File: config.mk
export PLATFORM = sky130hd
export DESIGN_NAME = ui_flow_ctrl_flat
export DESIGN_NICKNAME = d
export VERILOG_FILES = /design/src/rtl/ui_pkg.sv /design/src/rtl/ui_flow_ctrl_if.sv /design/src/rtl/ui_hit_test.sv /design/src/rtl/ui_flow_ctrl.sv /design/src/flat_wrapper.sv
export SDC_FILE = /design/constraint.sdc
export NUM_CORES = 1
export LEC_CHECK = 0
export CAP_MARGIN = 5
export CORE_MARGIN = 2
export CORE_UTILIZATION = 45
export DETAILED_ROUTE_END_ITERATION = 8
export PLACE_DENSITY_LB_ADDON = 0.12
export SETUP_SLACK_MARGIN = 0.3
export SYNTH_ARGS = -nofsm -noshare
export SYNTH_HDL_FRONTEND = slang
export SYNTH_SLANG_ARGS = --single-unit
File: constraint.sdc
create_clock -name clk -period 2.52 [get_ports clk]
set_clock_uncertainty 0.15 [all_clocks]
set_input_delay 0.504 -clock clk [delete_from_list [all_inputs] [get_ports clk]]
set_output_delay 0.504 -clock clk [all_outputs]
set_load 0.05 [all_outputs]
File: src/rtl/ui_pkg.sv
// rtl/ui_pkg.sv - UI state/todo encodings and button rectangles shared with the renderer
package ui_pkg;

  typedef enum logic [3:0] {
    ST_TITLE    = 4'd0,
    ST_STAFF    = 4'd1,
    ST_STAGE1   = 4'd2,
    ST_SUCCESS1 = 4'd3,
    ST_STAGE2   = 4'd4,
    ST_SUCCESS2 = 4'd5,
    ST_STAGE3   = 4'd6,
    ST_SUCCESS3 = 4'd7,
    ST_FAIL     = 4'd8
  } ui_state_e;

  typedef enum logic [1:0] {
    TODO_NONE       = 2'd0,
    TODO_FIND_KEY   = 2'd1,
    TODO_FIND_LIGHT = 2'd2,
    TODO_FIND_DOOR  = 2'd3
  } ui_todo_e;

  // Half-resolution (320x240) rectangles, [x0,x1) x [y0,y1)
  typedef struct packed {
    logic [8:0] x0;
    logic [8:0] x1;
    logic [8:0] y0;
    logic [8:0] y1;
  } ui_rect_t;

  localparam ui_rect_t RECT_S1    = '{x0: 9'd120, x1: 9'd200, y0: 9'd120, y1: 9'd140};
  localparam ui_rect_t RECT_S2    = '{x0: 9'd120, x1: 9'd200, y0: 9'd160, y1: 9'd180};
  localparam ui_rect_t RECT_S3    = '{x0: 9'd120, x1: 9'd200, y0: 9'd200, y1: 9'd220};
  localparam ui_rect_t RECT_STAFF = '{x0: 9'd240, x1: 9'd320, y0: 9'd220, y1: 9'd240};
  localparam ui_rect_t RECT_NEXT  = '{x0: 9'd120, x1: 9'd200, y0: 9'd160, y1: 9'd180};
  localparam ui_rect_t RECT_BACK  = '{x0: 9'd120, x1: 9'd200, y0: 9'd200, y1: 9'd220};
  localparam ui_rect_t RECT_RETRY = '{x0: 9'd120, x1: 9'd200, y0: 9'd160, y1: 9'd180};

  localparam int NUM_BTNS  = 7;
  localparam int BTN_S1    = 0;
  localparam int BTN_S2    = 1;
  localparam int BTN_S3    = 2;
  localparam int BTN_STAFF = 3;
  localparam int BTN_NEXT  = 4;
  localparam int BTN_BACK  = 5;
  localparam int BTN_RETRY = 6;

  function automatic logic in_rect(input logic [8:0] x, input logic [8:0] y, input ui_rect_t r);
    return (x >= r.x0) && (x < r.x1) && (y >= r.y0) && (y < r.y1);
  endfunction

endpackage

File: src/rtl/ui_flow_ctrl_if.sv
// rtl/ui_flow_ctrl_if.sv - mouse/gameplay inputs and UI status bus of the flow controller
interface ui_flow_ctrl_if;
  logic [9:0] mouse_x;
  logic [9:0] mouse_y;
  logic       mouse_click;
  logic       key_pulse;
  logic       door_pulse;
  logic       hit_pulse;
  logic [3:0] state;
  logic [1:0] key_find;
  logic [1:0] heart;
  logic [1:0] todo;
  logic [3:0] play_valid;

  modport master (
    output mouse_x, mouse_y, mouse_click, key_pulse, door_pulse, hit_pulse,
    input  state, key_find, heart, todo, play_valid
  );

  modport slave (
    input  mouse_x, mouse_y, mouse_click, key_pulse, door_pulse, hit_pulse,
    output state, key_find, heart, todo, play_valid
  );
endinterface

File: src/rtl/ui_hit_test.sv
// rtl/ui_hit_test.sv - combinational pointer-vs-button hit test in half-res space
module ui_hit_test
  import ui_pkg::*;
(
  input  logic [8:0]          x,
  input  logic [8:0]          y,
  output logic [NUM_BTNS-1:0] btn_hit
);

  // Buttons sharing a rectangle all flag; the controller picks by state.
  assign btn_hit[BTN_S1]    = in_rect(x, y, RECT_S1);
  assign btn_hit[BTN_S2]    = in_rect(x, y, RECT_S2);
  assign btn_hit[BTN_S3]    = in_rect(x, y, RECT_S3);
  assign btn_hit[BTN_STAFF] = in_rect(x, y, RECT_STAFF);
  assign btn_hit[BTN_NEXT]  = in_rect(x, y, RECT_NEXT);
  assign btn_hit[BTN_BACK]  = in_rect(x, y, RECT_BACK);
  assign btn_hit[BTN_RETRY] = in_rect(x, y, RECT_RETRY);

endmodule

File: src/rtl/ui_flow_ctrl.sv
// rtl/ui_flow_ctrl.sv - game-flow controller driving the UI status bus; STAGE_TIMER_EN adds a stage time limit
module ui_flow_ctrl
  import ui_pkg::*;
#(
  parameter logic [31:0] STAGE_TIME  = 32'd3_000_000_000,
  parameter logic [1:0]  KEYS_NEEDED = 2'd3
) (
  input  logic          clk,
  input  logic          rst,
  ui_flow_ctrl_if.slave bus
);

  ui_state_e     state_q, state_d;
  ui_state_e     last_stage_q, last_stage_d;
  ui_todo_e      todo_q, todo_d;
  logic [1:0]    key_find_q, key_find_d;
  logic [1:0]    heart_q, heart_d;
  logic [1:0]    unlock_q, unlock_d;
  logic          click_dly_q, click_dly_d;
`ifdef STAGE_TIMER_EN
  logic [31:0]   timer_q, timer_d;
`else
  logic          unused_stage_time;
  assign unused_stage_time = ^STAGE_TIME;
`endif

  logic [NUM_BTNS-1:0] btn_hit;
  logic                click_ev;
  logic                enter;
  ui_state_e           enter_st;
  logic                fatal;
  logic [1:0]          kf_next;
  logic                unused_lsb;

  assign unused_lsb = bus.mouse_x[0] ^ bus.mouse_y[0];
  assign click_ev   = bus.mouse_click & ~click_dly_q;

  ui_hit_test u_hit (
    .x       (bus.mouse_x[9:1]),
    .y       (bus.mouse_y[9:1]),
    .btn_hit (btn_hit)
  );

  always_comb begin
    state_d      = state_q;
    last_stage_d = last_stage_q;
    todo_d       = todo_q;
    key_find_d   = key_find_q;
    heart_d      = heart_q;
    unlock_d     = unlock_q;
    click_dly_d  = bus.mouse_click;
    enter        = 1'b0;
    enter_st     = ST_STAGE1;
    fatal        = 1'b0;
    kf_next      = (key_find_q >= KEYS_NEEDED) ? KEYS_NEEDED : key_find_q + 2'd1;
`ifdef STAGE_TIMER_EN
    timer_d      = timer_q;
`endif

    case (state_q)
      ST_TITLE: if (click_ev) begin
        if (btn_hit[BTN_S1]) begin
          enter = 1'b1; enter_st = ST_STAGE1;
        end else if (btn_hit[BTN_S2] && unlock_q[0]) begin
          enter = 1'b1; enter_st = ST_STAGE2;
        end else if (btn_hit[BTN_S3] && unlock_q[1]) begin
          enter = 1'b1; enter_st = ST_STAGE3;
        end else if (btn_hit[BTN_STAFF]) begin
          state_d = ST_STAFF; todo_d = TODO_NONE;
        end
      end
      ST_STAFF: if (click_ev) begin
        state_d = ST_TITLE; todo_d = TODO_NONE;
      end
      ST_STAGE1, ST_STAGE2, ST_STAGE3: begin
`ifdef STAGE_TIMER_EN
        timer_d = timer_q + 32'd1;
`endif
        if (bus.door_pulse && todo_q == TODO_FIND_DOOR) begin
          todo_d = TODO_NONE;
          case (state_q)
            ST_STAGE1: begin state_d = ST_SUCCESS1; unlock_d[0] = 1'b1; end
            ST_STAGE2: begin state_d = ST_SUCCESS2; unlock_d[1] = 1'b1; end
            default:   state_d = ST_SUCCESS3;
          endcase
        end else begin
          if (bus.hit_pulse) begin
            if (heart_q == 2'd1) fatal = 1'b1;
            else heart_d = heart_q - 2'd1;
          end
`ifdef STAGE_TIMER_EN
          if (timer_q == STAGE_TIME - 32'd1) fatal = 1'b1;
`endif
          // A fatal cycle discards any key picked up alongside it.
          if (fatal) begin
            state_d = ST_FAIL; heart_d = 2'd0; todo_d = TODO_NONE;
          end else if (bus.key_pulse) begin
            key_find_d = kf_next;
            if (kf_next == KEYS_NEEDED) todo_d = TODO_FIND_DOOR;
          end
        end
      end
      ST_SUCCESS1, ST_SUCCESS2: if (click_ev) begin
        if (btn_hit[BTN_NEXT]) begin
          enter = 1'b1; enter_st = (state_q == ST_SUCCESS1) ? ST_STAGE2 : ST_STAGE3;
        end else if (btn_hit[BTN_BACK]) begin
          state_d = ST_TITLE; todo_d = TODO_NONE;
        end
      end
      ST_SUCCESS3: if (click_ev) begin
        if (btn_hit[BTN_BACK]) begin
          state_d = ST_TITLE; todo_d = TODO_NONE;
        end else if (btn_hit[BTN_NEXT]) begin
          state_d = ST_STAFF; todo_d = TODO_NONE;
        end
      end
      ST_FAIL: if (click_ev) begin
        if (btn_hit[BTN_RETRY]) begin
          enter = 1'b1; enter_st = last_stage_q;
        end else if (btn_hit[BTN_BACK]) begin
          state_d = ST_TITLE; todo_d = TODO_NONE;
        end
      end
      default: begin
        state_d = ST_TITLE; todo_d = TODO_NONE;
      end
    endcase

    if (enter) begin
      state_d      = enter_st;
      last_stage_d = enter_st;
      key_find_d   = 2'd0;
      heart_d      = 2'd3;
      todo_d       = TODO_FIND_KEY;
`ifdef STAGE_TIMER_EN
      timer_d      = 32'd0;
`endif
    end
  end

  always_ff @(posedge clk) begin
    if (rst) begin
      state_q      <= ST_TITLE;
      last_stage_q <= ST_STAGE1;
      todo_q       <= TODO_NONE;
      key_find_q   <= 2'd0;
      heart_q      <= 2'd3;
      unlock_q     <= 2'b00;
      click_dly_q  <= 1'b0;
`ifdef STAGE_TIMER_EN
      timer_q      <= 32'd0;
`endif
    end else begin
      state_q      <= state_d;
      last_stage_q <= last_stage_d;
      todo_q       <= todo_d;
      key_find_q   <= key_find_d;
      heart_q      <= heart_d;
      unlock_q     <= unlock_d;
      click_dly_q  <= click_dly_d;
`ifdef STAGE_TIMER_EN
      timer_q      <= timer_d;
`endif
    end
  end

  assign bus.state      = state_q;
  assign bus.key_find   = key_find_q;
  assign bus.heart      = heart_q;
  assign bus.todo       = todo_q;
  assign bus.play_valid = {unlock_q, 2'b10};

endmodule
File: src/flat_wrapper.sv
// flat-port wrapper written by rule: the top's interface ports become plain ports
module ui_flow_ctrl_flat import ui_pkg::*;
#(
  parameter logic [31:0] STAGE_TIME  = 32'd3_000_000_000,
  parameter logic [1:0]  KEYS_NEEDED = 2'd3
)
  (clk, rst, bus_mouse_x, bus_mouse_y, bus_mouse_click, bus_key_pulse, bus_door_pulse, bus_hit_pulse, bus_state, bus_key_find, bus_heart, bus_todo, bus_play_valid);
  ui_flow_ctrl_if bus_i ();
  input  logic clk;
  input  logic rst;
  input wire logic [$bits(bus_i.mouse_x)-1:0] bus_mouse_x;
  input wire logic [$bits(bus_i.mouse_y)-1:0] bus_mouse_y;
  input wire logic [$bits(bus_i.mouse_click)-1:0] bus_mouse_click;
  input wire logic [$bits(bus_i.key_pulse)-1:0] bus_key_pulse;
  input wire logic [$bits(bus_i.door_pulse)-1:0] bus_door_pulse;
  input wire logic [$bits(bus_i.hit_pulse)-1:0] bus_hit_pulse;
  output wire logic [$bits(bus_i.state)-1:0] bus_state;
  output wire logic [$bits(bus_i.key_find)-1:0] bus_key_find;
  output wire logic [$bits(bus_i.heart)-1:0] bus_heart;
  output wire logic [$bits(bus_i.todo)-1:0] bus_todo;
  output wire logic [$bits(bus_i.play_valid)-1:0] bus_play_valid;
  assign bus_i.mouse_x = bus_mouse_x;
  assign bus_i.mouse_y = bus_mouse_y;
  assign bus_i.mouse_click = bus_mouse_click;
  assign bus_i.key_pulse = bus_key_pulse;
  assign bus_i.door_pulse = bus_door_pulse;
  assign bus_i.hit_pulse = bus_hit_pulse;
  assign bus_state = bus_i.state;
  assign bus_key_find = bus_i.key_find;
  assign bus_heart = bus_i.heart;
  assign bus_todo = bus_i.todo;
  assign bus_play_valid = bus_i.play_valid;
  ui_flow_ctrl #(.STAGE_TIME(STAGE_TIME), .KEYS_NEEDED(KEYS_NEEDED)) u_core (.clk(clk), .rst(rst), .bus(bus_i));
endmodule
Figure 1. A small window of the routed layout (run 1).
Bar = 10 µm. Window x 16 to 41, y 5 to 30 µm. Cells in grey, sequential cells in the stronger grey; small squares are vias.
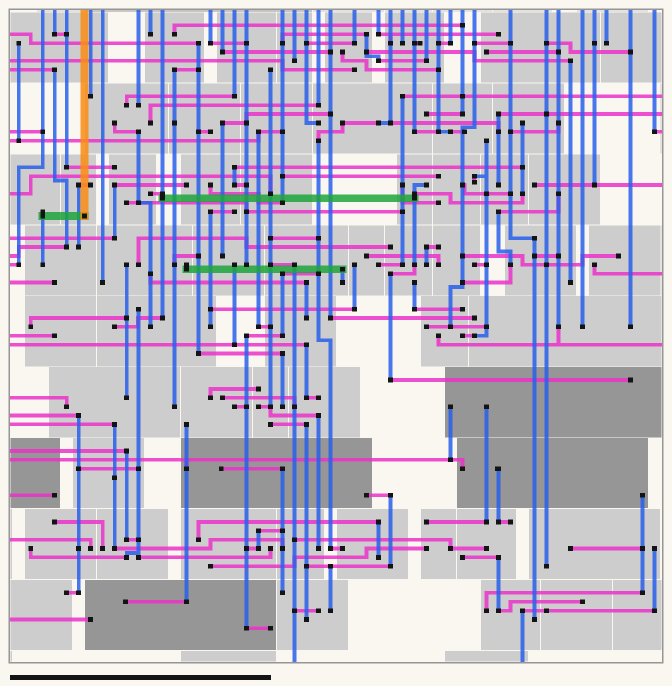
colour	layer
magenta	metal 1
blue	metal 2
orange	metal 4
green	metal 3
most frequent	buf_4 (13), a21oi_1 (4), nor2_1 (4)
netlist names of flops here include	u_core.last_stage_q (2)
sequential cells in the window	4
cells with their middle in the window	58

Figure 2. Gate-type map (run 1).
Bar = 20 µm.
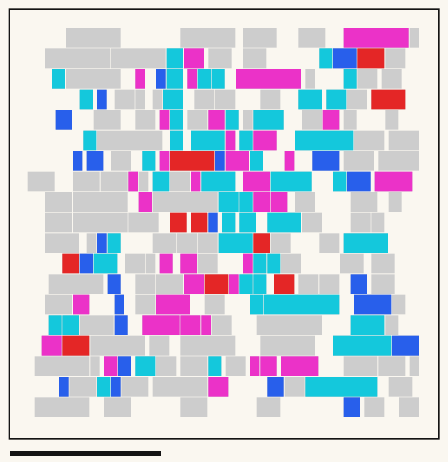
colour	family	cells
cyan	inverting AOI/OAI gates	48
red	AND and OR gates	10
blue	NAND gates	23
magenta	NOR gates	36

==> Table 3: Implementation characteristics, run 1 <==
Summary of implementation characteristics

Parameter                              Value

Logic synthesis
  Number of synthesized register bits .................. 17
  XOR/XNOR Area Share .................. 0
  Ranking of synthesized cells by instance count .................. sky130_fd_sc_hd__dfxtp_1 (17), sky130_fd_sc_hd__a21oi_1 (16), sky130_fd_sc_hd__nor2_1 (13)
  Post-synthesis cell type count .................. 52
  Area share of the leading cell type in the synthesized netlist .................. 0.272
  Mean Syn Cell Area .................. 7.82 µm²
  Cell area after technology mapping .................. 1250 µm²
  Number of synthesized flops with an enable pin .................. 0
  Area of the synthesized netlist per yosys stat .................. between 1000 and 1500 µm²
  Top cells, area .................. sky130_fd_sc_hd__dfxtp_1 (27%), sky130_fd_sc_hd__a21oi_1 (6.4%), sky130_fd_sc_hd__nor2b_1 (4.0%)
  Comb area leader .................. simple AND/OR/NAND/NOR gates
  Count of warnings emitted by yosys .................. 0
  Main flop type .................. sky130_fd_sc_hd__dfxtp_1
  Adder-cell share of the synthesized area .................. 0.0100
  Number of instances in the synthesized netlist .................. 160
  Async S/R FF share, synth .................. 0
  Mapped Nets .................. 187
  Number of standard cells reported by yosys .................. approximately 160
  Dominant cell type by area after synthesis .................. sky130_fd_sc_hd__dfxtp_1
  Proportion of synthesized chip area in sequential cells .................. 0.272
  Multiplexer share of the synthesized area .................. 0.00800

Global routing
  Number of global-route vias before repair .................. 1416
  Number of antenna violations at the first check in global routing .................. 0
  Largest net degree at the start of global routing .................. 18
  Met1 Use GR .................. 0.293
  GRT met3 Usage .................. 0.0415
  First-pass GRT wire length .................. between 6 and 7 mm
  Met2 usage .................. 0.397
  Global-route layer with the greatest usage .................. met2
  Overflow left after global routing .................. 0

Drt
  Uppermost signal routing layer after detailed routing .................. met4
  Post-Route WL .................. 3.59 mm
  First DRT Iteration DRCs .................. 72
  Total via count after detailed routing .................. 1431
  Met1 Wirelength .................. 1.51 mm
  WL/cell .................. 14.4 µm
  Post-DRT Antenna Nets .................. 0
  First-pass DRT Iterations .................. 4
  Routed met2 length .................. 1.80 mm
  DR WL met3 .................. 233 µm
  Residual DRC .................. 0
  Average vias per placed instance .................. 5.75

Clock network
  Clock latency reported for the late side of the worst-skew pair .................. a little under 0.3 ns
  Clock net sink count .................. 17
  Root buf cell .................. sky130_fd_sc_hd__clkbuf_4
  Clk slew on worst S/H paths .................. 0.09 ns
  Post-CTS Hold Buffers .................. 0
  TritonCTS clock tree .................. done
  CTS H-tree depth .................. 1
  Num CTS Buffers .................. 3
  Clock tree buffer depth .................. 2

Final timing
  Final count of negative-setup-slack endpoints .................. 0
  Actual transition at the worst max-transition pin .................. 0.504 ns
  Worst slew margin relative to its limit .................. 0.663
  Setup repair after global routing missed its margin .................. yes
  Final sum of negative setup slack .................. 0 ns
  Final period util .................. 0.873
  Min Hold Slack .................. 0.325 ns
  Max-slew violations .................. 0
  Final critical-path required period .................. 2.20 ns
  Final worst slack .................. ~0.32 ns
  Final Hold Viols .................. 0

Floorplanning
  Count of standard-cell rows .................. 19
  Core utilization at floorplan .................. 0.466
  I/O pin total .................. about 40
  Die area .................. 3220 µm²
  Floorplan Core Area .................. 2690 µm²
  DIE WIDTH .................. ~57 µm

Power and ir drop
  Net Switching .................. about 0.15 mW
  Clock distribution power .................. 0.147 mW
  Sequential group share of total power .................. 0.497
  Dominant power group .................. sequential cells
  Power Sequential .................. 0.270 mW
  Comb power frac .................. 0.233
  Total power .................. 0.544 mW
  Maximum resistive drop on vdd .................. 355 µV
  Power density of the placed cells .................. 277 nW/µm²

Placed design
  Dpl ws .................. -0.445 ns
  # port buffers .................. 30
  Final HPWL DP .................. between 2 and 3 mm
  Weighted congestion reported at the end of routability-driven placement .................. approximately 0.83
  Placed cell count .................. 239
  Placement-stage cell area .................. 1810 µm²

Critical path
  Worst Setup End Kind .................. register
  Worst path top cell family by delay .................. AND-OR/OR-AND gates
  Maximum fanout count along the critical path .................. 3
  Worst setup path category .................. in -> reg
  Bufs and invs on worst path .................. 3
  Crit start category .................. primary input
  Crit path cell chain .................. clkdlybuf4s15_1, o21ai_1, nand4b_1, buf_4, buf_4, a21oi_1, o21ai_1, or2_1, nor2b_4, a311o_1
  Data required time at the worst endpoint .................. 2.55 ns
  Data arrival, critical path .................. ~2.2 ns
  Cell with the largest stage delay on the worst path .................. sky130_fd_sc_hd__a311o_1
  Delay contributed by the slowest stage of the critical path .................. 0.34 ns

Layout
  Antenna diode count .................. 0
  Number of standard cells in the layout, taps in and fillers out .................. 249
  Synthesis-to-layout area growth .................. 57.2%
  Final nets .................. ~250
  Count of filler cells inserted in the layout .................. 220
  Ratio of cells with drive above 1 in the final layout .................. 0.339
  Finished Core Util .................. 0.732

Flow run
  Tally of max-capacitance violations .................. 0
  Number of warnings the tools reported .................. 36

Run status
  Run status .................. complete, no violations

Min path
  Worst hold-check path type .................. reg -> reg
Figure 3. Wiring heat map (run 1).
11 x 11 tiles, from black (low) to pale yellow (high), scaled to the fullest tile. Values are wire area over tile area, all layers added.
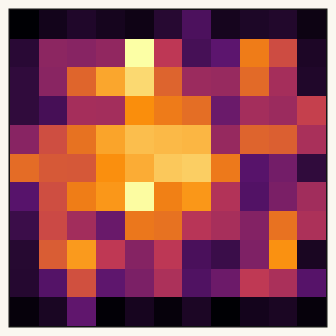
densest ninth of the die	centre
fullest tile	0.44
nearly empty tiles	5.0%
mean over tiles	0.18

-- run 1: state kept, by name, summed over array words and instances, names as in the netlist --
name	flops
u_core.bus.key_find	2
u_core.bus.heart	2
u_core.bus.state	4
u_core.click_dly_q	1
u_core.last_stage_q	4
u_core.unlock_q	2
u_core.bus.todo	2
-- run 1: area by class of cell --
cell class              instances  area [µm²]  area share
multi-input cells             128         993       0.505
repair buffers                 62         527       0.268
flip-flops and latches         17         355       0.181
well taps                      31        38.8      0.0197
clock buffers                   4        26.3      0.0134
inverters                       7        26.3      0.0134
-- run 1: cell usage in the layout, fill, tap and decap left out, drive strengths merged, types with 2 or more instances in the layout --
cell	synthesis	routed
nand3	6	6
inv	7	7
a2111oi	2	2
nor4b	3	3
dlymetal6s2s	0	3
nor3b	6	6
a21o	2	2
and3	2	2
clkbuf	4	4
nor3	4	4
a22oi	2	2
and4bb	2	2
nor2b	9	9
conb	2	2
dfxtp	17	17
a211oi	3	3
nor2	13	13
and4b	2	2
nand2	9	9
o21ai	9	9
clkdlybuf4s15	0	2
dlygate4sd2	0	7
a21boi	3	3
o22ai	4	4
a31oi	3	3
buf	4	40
nand2b	6	6
nand4b	2	2
clkdlybuf4s50	0	10
a21oi	16	16
-- run 1: final timing paths --
path | to | startpoint | cells past startpoint | slack, ns
worst max-delay path | u_core.bus.state[0] | bus_mouse_y[5] | 10 | 0.32
worst min-delay path | u_core.last_stage_q[2] | u_core.last_stage_q[2] | 2 | 0.32
worst max register to register | u_core.bus.state[0] | u_core.bus.state[2] | 9 | 0.37
worst min register to register | u_core.last_stage_q[2] | u_core.last_stage_q[2] | 2 | 0.32
-- run 1: repair_timing --
item,in CTS,in global routing
endpoints found under the setup margin,17,13
pin swaps,14,3
buffers inserted,4,2
resized,62,10
## Run 2: what changed since run 1
Clock period 2.52 ns to 2.5 ns, I/O delays scaled along.
Figure 4. A small window of the routed layout (run 2).
Bar = 10 µm. Window x 16 to 41, y 5 to 30 µm. Cells in grey, sequential cells in the stronger grey; small squares are vias.
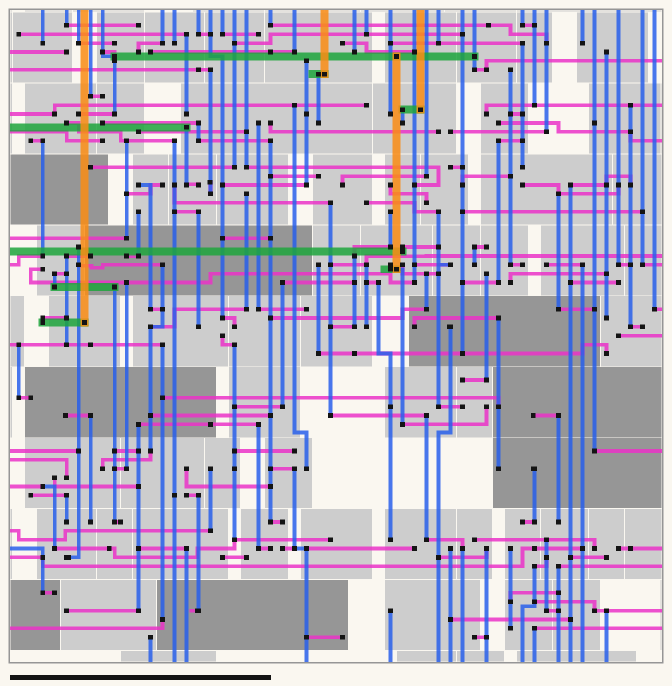
colour	layer
magenta	metal 1
green	metal 3
orange	metal 4
blue	metal 2
netlist names of flops here include	u_core.bus.heart (2), u_core.bus.todo (2)
cells with their middle in the window	62
sequential cells in the window	6
most frequent	buf_4 (9), a21oi_1 (6), dfxtp_1 (5)

==> run 2 against run 1 <==
  * Power up 4.8%
  * Largest power group unchanged
  * Die size unchanged
  * Non-clock buffer count increased by 11
  * Critical path type is now reg -> out
==> Table 3: Implementation characteristics, run 2 <==
Summary of implementation characteristics

Parameter                              Value

Run status
  Run status .................. complete, no violations

Final timing
  Setup repair after global routing missed its margin .................. yes
  Actual transition at the worst max-transition pin .................. 0.506 ns
  Final period util .................. 0.871
  Max-slew violations .................. 0
  Final critical-path required period .................. around 2.2 ns
  Final sum of negative setup slack .................. 0 ns
  Max Clock Freq .................. 459 MHz
  Final worst slack .................. 0.323 ns
  Final Hold Viols .................. 0
  Worst slew margin relative to its limit .................. 0.662
  Final count of negative-setup-slack endpoints .................. 0

Critical path
  Cell with the largest stage delay on the worst path .................. sky130_fd_sc_hd__clkdlybuf4s50_1
  Maximum fanout count along the critical path .................. 5
  Critical path startpoint .................. u_core.unlock_q[0]
  Crit start category .................. register
  Data arrival, critical path .................. 1.53 ns
  Data required time at the worst endpoint .................. ~1.9 ns
  Worst path top cell family by delay .................. buffers and inverters
  Delay contributed by the slowest stage of the critical path .................. 0.83 ns
  Bufs and invs on worst path .................. 1
  Worst setup path category .................. reg -> out
  Crit path cell chain .................. clkdlybuf4s50_1
  Worst Setup End Kind .................. output port
  Startpoint of the worst-slack reg-to-reg timing path .................. u_core.bus.state[1]

Power and ir drop
  Switching portion of total power .................. 0.295
  Clock share of power .................. 0.267
  Maximum resistive drop on vdd .................. about 420 µV
  Sequential group share of total power .................. 0.477
  Power density of the placed cells .................. about 270 nW/µm²
  Internal power summed over all cells .................. 0.402 mW
  Lkg Pwr .................. 0.877 nW
  Comb power frac .................. 0.255
  Net Switching .................. 0.168 mW

Global routing
  Largest net degree at the start of global routing .................. 18
  Overflow left after global routing .................. 0
  Number of global-route vias before repair .................. 1463
  GRT Util Overall .................. 0.245
  Number of antenna violations at the first check in global routing .................. 0
  First-pass GRT wire length .................. about 6.3 mm

Clock network
  Clock latency reported for the late side of the worst-skew pair .................. 0.30 ns
  Num CTS Buffers .................. 3
  Post-CTS Hold Buffers .................. 0
  Clock net sink count .................. 17
  TritonCTS clock tree .................. done
  Clk slew on worst S/H paths .................. 0.09 ns
  CTS H-tree depth .................. 1
  Root buf cell .................. sky130_fd_sc_hd__clkbuf_4
  Clock tree buffer depth .................. 2

Logic synthesis
  Async S/R FF share, synth .................. 0
  Post-synthesis cell type count .................. 52
  Main flop type .................. sky130_fd_sc_hd__dfxtp_1
  Number of instances in the synthesized netlist .................. 160
  Number of synthesized register bits .................. 17
  Area of the synthesized netlist per yosys stat .................. 1250 µm²
  Dominant cell type by area after synthesis .................. sky130_fd_sc_hd__dfxtp_1
  Top cells, area .................. sky130_fd_sc_hd__dfxtp_1 (27%), sky130_fd_sc_hd__a21oi_1 (6.4%), sky130_fd_sc_hd__nor2b_1 (4.0%)
  Proportion of synthesized chip area in sequential cells .................. 0.272
  Number of standard cells reported by yosys .................. 160
  Area share of the leading cell type in the synthesized netlist .................. 0.272
  Mapped Nets .................. 187
  Cell area after technology mapping .................. roughly 1300 µm²
  Count of warnings emitted by yosys .................. 0
  Ranking of synthesized cells by instance count .................. sky130_fd_sc_hd__dfxtp_1 (17), sky130_fd_sc_hd__a21oi_1 (16), sky130_fd_sc_hd__nor2_1 (13)
  Number of synthesized flops with an enable pin .................. 0
  Mean Syn Cell Area .................. between 7 and 8 µm²
  Most used standard cell by instance count after synthesis .................. sky130_fd_sc_hd__dfxtp_1

Layout
  Leading cell type in the layout, fill and taps excluded .................. sky130_fd_sc_hd__buf_4
  Antenna diode count .................. 0
  Invs w/o clock .................. 7
  Largest contributor to cell area by class .................. multi-input combinational cells
  Combinational gate area .................. 1050 µm²
  Combinational gate count .................. around 130
  Seq area share .................. 0.166
  Signal buf overhead .................. 0.291
  Most used cells in the layout excluding fill and tap cells .................. sky130_fd_sc_hd__buf_4 (36), sky130_fd_sc_hd__a21oi_1 (14), sky130_fd_sc_hd__nor2_1 (13), sky130_fd_sc_hd__dfxtp_1 (13)
  Seq Cell Count .................. 17
  Footprint of the flip-flops and latches .................. 353 µm²
  Count of filler cells inserted in the layout .................. 184
  Ratio of cells with drive above 1 in the final layout .................. 0.419
  Fraction of area in multi-input gates .................. 0.498
  Relative area of clock buffers and inverters in the final design .................. 0.0142
  # clk buffers .................. 3
  Synthesis-to-layout area growth .................. 69.4%
  Final nets .................. 257
  Count of plain and timing-repair buffers .................. 73

Drt
  First DRT Iteration DRCs .................. between 50 and 60
  Total via count after detailed routing .................. around 1500
  Post-Route WL .................. 4.11 mm
  First-pass DRT Iterations .................. 4
  Average vias per placed instance .................. around 5.8
  Post-DRT Antenna Nets .................. 0
  WL/cell .................. 15.8 µm
  Residual DRC .................. 0

Placed design
  Weighted congestion reported at the end of routability-driven placement .................. 0.901
  Final HPWL DP .................. 2.79 mm
  # port buffers .................. 30
  Dpl ws .................. -0.425 ns

Floorplanning
  Core utilization at floorplan .................. 0.466
  Floorplan Core Area .................. approximately 2700 µm²
  Number of well taps .................. 31
  I/O pin total .................. about 40
  DIE WIDTH .................. 56.7 µm
  Count of standard-cell rows .................. 19
  Die height .................. 56.7 µm
  Die area .................. 3220 µm²

Min path
  Worst hold-check path type .................. reg -> reg
  Startpoint of the most critical hold path .................. u_core.last_stage_q[2]

Flow run
  Number of warnings the tools reported .................. 36
  Tally of max-capacitance violations .................. 0
-- run 2: kinds of logic (layout without fill, tap and decap cells) --
logic type,count (synthesis),count (layout),synth area share
compound gates,55,55,0.311
fa+ha+maj,1,1,0.0100
buf+inv,15,84,0.0530
flops,17,17,0.272
mux,1,1,0.00800
other cells,2,2,0.00600
simple gates,69,69,0.340
-- run 2: power groups by stage --
stage / logic, mW / clock network (mW) / registers, mW
floorplan: 0.0473 / 0 / 0.282
global placement: 0.117 / 0 / 0.279
detailed placement: 0.121 / 0 / 0.279
CTS: 0.133 / 0.155 / 0.273
global route: 0.154 / 0.171 / 0.272
finish: 0.146 / 0.152 / 0.272
-- run 2: routing by layer --
| layer | vias up | GRT usage | share of wire |
|---|---|---|---|
| met5 | - | 0 | 0 |
| met3 | 13 | 0.0276 | 0.047 |
| met4 | 0 | 0.116 | 0.022 |
| met1 | 704 | 0.276 | 0.39 |
| met2 | 50 | 0.452 | 0.55 |
| li1 | 734 | - | - |
-- run 2: per-stage QoR --
stage	cells	area, µm²	util	hold WS (ns)	total power, mW
2_1_floorplan	160	1330	-	0.286	0.329
3_3_place_gp	241	1830	0.680	0.307	0.396
3_5_place_dp	241	1830	0.680	0.316	0.400
4_1_cts	251	2000	0.744	0.329	0.562
5_1_grt	260	2120	0.789	0.348	0.597
6_report	260	2120	0.789	0.331	0.570
-- run 2: timing repair --
item,CTS,global route
setup endpoints to repair,18,16
resized,59,32
pin swaps,14,16
buffers inserted,6,9
-- run 2: path summary, 6_finish.rpt --
| path | endpoint | slack (ns) | depth (start not counted) |
|---|---|---|---|
| max | bus_play_valid[2] | 0.32 | 1 |
| min | u_core.last_stage_q[2] | 0.33 | 2 |
| max reg2reg | u_core.bus.state[0] | 0.33 | 7 |
| min reg2reg | u_core.last_stage_q[2] | 0.33 | 2 |
Power and IR drop assume default switching activity.
